Design staged_mega_mux, sky130hd; sources not shown.
**Clock wiring as the flow saved it**

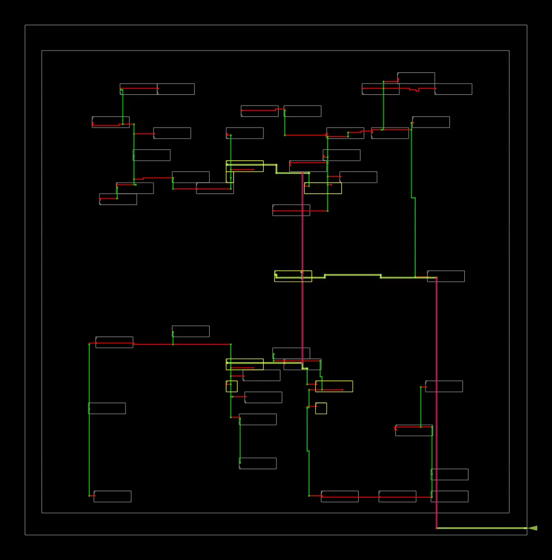
power in the clock group: 223 uW
CTS buffer count: 5

**Metal 1**

Scale: 2 px per micron. Supply wires on this layer in gray.
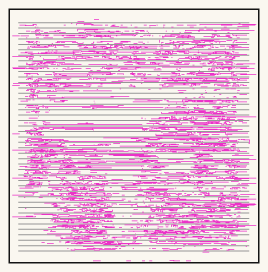
share of all routed wire	36%
wire length on this layer	8260 microns
main direction	horizontal
nets with wire on the layer	1204
longest straight run	52.0 microns
M1 GR Usage: 0.309
final WL: 22800 microns
routed vias: 6595

**The metal 3 layer**

Scale: 4 px per micron. Cells faint in the background.
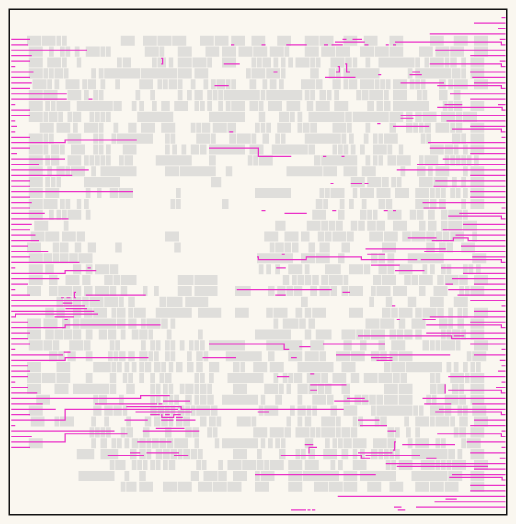
main direction	horizontal
longest straight run	41.6 microns
nets with wire on the layer	249
wire length on this layer	2550 microns
grt met3 use: 0.0861

==> GITHUB_STEP_SUMMARY <==
## Synthesis and layout report

| Metric | Value |
|---|---|
| Post-DP HPWL | `approximately 19000 microns` |
| Fmax | `280 MHz` |
| Power share of the clock group | `0.073` |
| GR Overflow Total | `0` |
| FF-to-FF setup slack | `between 3 and 4 ns` |
| Post-route setup slack | `between 3 and 4 ns` |
| CTS max path bufs | `2` |
| Cell Type Count | `29` |
| Die height | `about 130 microns` |
| Initial antenna violation count | `3` |
| Worst hold margin | `approximately 0.48 ns` |
| Reg2Reg Depth | `24` |
| Slew margin rel. | `-0.0863` |
| Tcrit/Tclk final | `0.483` |
| Die width | `roughly 120 microns` |
| Final Net Count | `between 1000 and 1500` |
| Sw Ratio | `0.541` |
| Syn Nets | `1072` |
| Worst Path Max Fanout | `10` |
| Slew @ Worst Pin | `about 1.6 ns` |
| Cells after synthesis | `between 700 and 800` |
| Combinational power share | `0.803` |
| Design Power | `about 3100 uW` |
| Filler cells | `between 1000 and 1500` |
| Reg area | `a little under 0.001 sq mm` |
| Violated checks | `capacitance limit, slew limit` |
| Crit Path Class | `reg -> reg` |
| MI comb area | `approximately 0.0029 sq mm` |
| Outcome | `complete, but fails checks` |
| Dpl ws | `between 3 and 4 ns` |
| Final Setup Violations | `0` |
| Vias per cell | `approximately 5` |
| Sw power | `around 1700 uW` |
| Cell Chain, Critical Path | `inv_2 -> ha_1 -> buf_2 -> inv_1 -> nand3_1 -> nand3_1 -> nand2_2 -> inv_2 -> nand3_1 -> nand3_1 -> nand2_1 -> nand2_1 -> nand2_1 -> nand2_1 -> nand2_1 -> nand2_1 -> nand2_2 -> nor3_4 -> inv_2 -> buf_4 -> o21ai_1 -> inv_1 -> nand2_1 -> nand2_1` |
| Synth Cell Area | `about 0.0045 sq mm` |
| Maxcap violations | `1` |
| Worst Setup Start Kind | `flop` |
| Pint | `between 1000 and 1500 uW` |
| Worst-path clk slew | `roughly 0.060 ns` |
| Clk sinks | `39` |
| Setup_tns | `0 ns` |
| Root buffer cell | `clkbuf_16` |
| Register share of total power | `0.125` |
| Final worst path period need | `3.57 ns` |
| Clock Skews | `approximately 0.0097 ns` |
| Final ANT Viol Nets | `0` |
| RSZ-0062 raised after global routing | `no` |
| Final tally of max-slew violations | `27` |
| P&R area growth vs syn | `75.9%` |
| Share of layout cells above drive strength 1 | `0.0836` |
| Rows | `around 42` |
| Most frequent CP cell | `nand2_1` |
| Total GRT Usage | `0.280` |
-- metrics by stage --
| stage | cell area [sq um] | std cells |
|---|---|---|
| finish | 7970 | 1290 |
| global route | 7970 | 1290 |
| CTS | 7980 | 1289 |
| detailed placement | 7840 | 1281 |
| global placement | 7820 | 1280 |
| floorplan | 4530 | 797 |
-- synth_stat cells --
| master | number | area (sq um) |
|---|---|---|
| nand3_2 | 3 | 30.0 |
| or2_2 | 12 | 75.1 |
| o21ai_0 | 7 | 35.0 |
| nand4_1 | 83 | 519 |
| nand2_1 | 231 | 867 |
| nand2_4 | 1 | 11.3 |
| a21oi_1 | 28 | 140 |
| inv_2 | 10 | 37.5 |
| a31oi_1 | 1 | 6.26 |
| nand3_1 | 117 | 586 |
| conb_1 | 1 | 3.75 |
| buf_4 | 7 | 52.6 |
| buf_6 | 5 | 56.3 |
| nor2_4 | 1 | 11.3 |
| o21ai_1 | 20 | 100 |
| buf_2 | 31 | 155 |
| ha_1 | 3 | 37.5 |
| buf_1 | 1 | 3.75 |
| nor2_1 | 89 | 334 |
| dfrtp_1 | 39 | 976 |
| inv_1 | 79 | 297 |
| and2_4 | 1 | 8.76 |
| nor2_2 | 1 | 6.26 |
| o22ai_1 | 2 | 12.5 |
| nor3_1 | 1 | 5.00 |
| clkbuf_1 | 9 | 33.8 |
| nor3_4 | 4 | 65.1 |
| nor4_1 | 1 | 6.26 |
| nand2_2 | 9 | 56.3 |
-- metal layers --
layer	GRT usage	wire length, microns	vias up
met2	0.487	10900	354
met4	0.128	1010	4
met5	0	34	-
met3	0.0861	2550	65
met1	0.309	8260	2916
li1	-	-	3256
-- cells by family after synthesis --
group	synth area share
compound gates	0.0649
fa+ha+maj	0.00829
buf+inv	0.140
flops	0.216
other cells	0.000828
simple gates	0.570
-- cell type report --
| cell class | count | share of cell area |
|---|---|---|
| Buffer | 53 | 0.0379 |
| Sequential cell | 39 | 0.123 |
| Tap cell | 176 | 0.0276 |
| Clock inverter | 3 | 0.00251 |
| Timing Repair Buffer | 308 | 0.385 |
| Antenna cell | 1 | 0.000314 |
| Inverter | 89 | 0.0419 |
| Multi-Input combinational cell | 616 | 0.366 |
| Clock buffer | 5 | 0.0157 |
-- cells in the final DEF, fill, tap and decap left out, drive strengths merged --
cell,count
and2,1
o21ai,27
nand4,83
o22ai,2
nand3,120
conb,1
inv,89
nand2,241
a21oi,28
clkinv,1
clkinvlp,2
dfrtp,39
nor2,91
diode,1
clkdlybuf4s50,306
ha,3
a31oi,1
nor3,5
nor4,1
clkbuf,16
or2,12
buf,44
-- critical path: cells and delay by family (launching register included) --
kind	cells	cell delay [ns]
buffers and inverters	7	0.95
DFF	1	0.54
and+or+nand+nor	15	1.52
adders and majority gates	1	0.30
AOI/OAI and AO/OA	1	0.13
-- power groups by stage --
stage / combinational (uW) / sequential (uW) / clock [uW]
detailed placement: 2440 / 384 / 0
CTS: 2450 / 379 / 229
floorplan: 1560 / 421 / 0
global placement: 2420 / 377 / 0
global route: 2730 / 393 / 235
finish: 2450 / 380 / 223
Power is estimated from default activity; no workload was simulated.
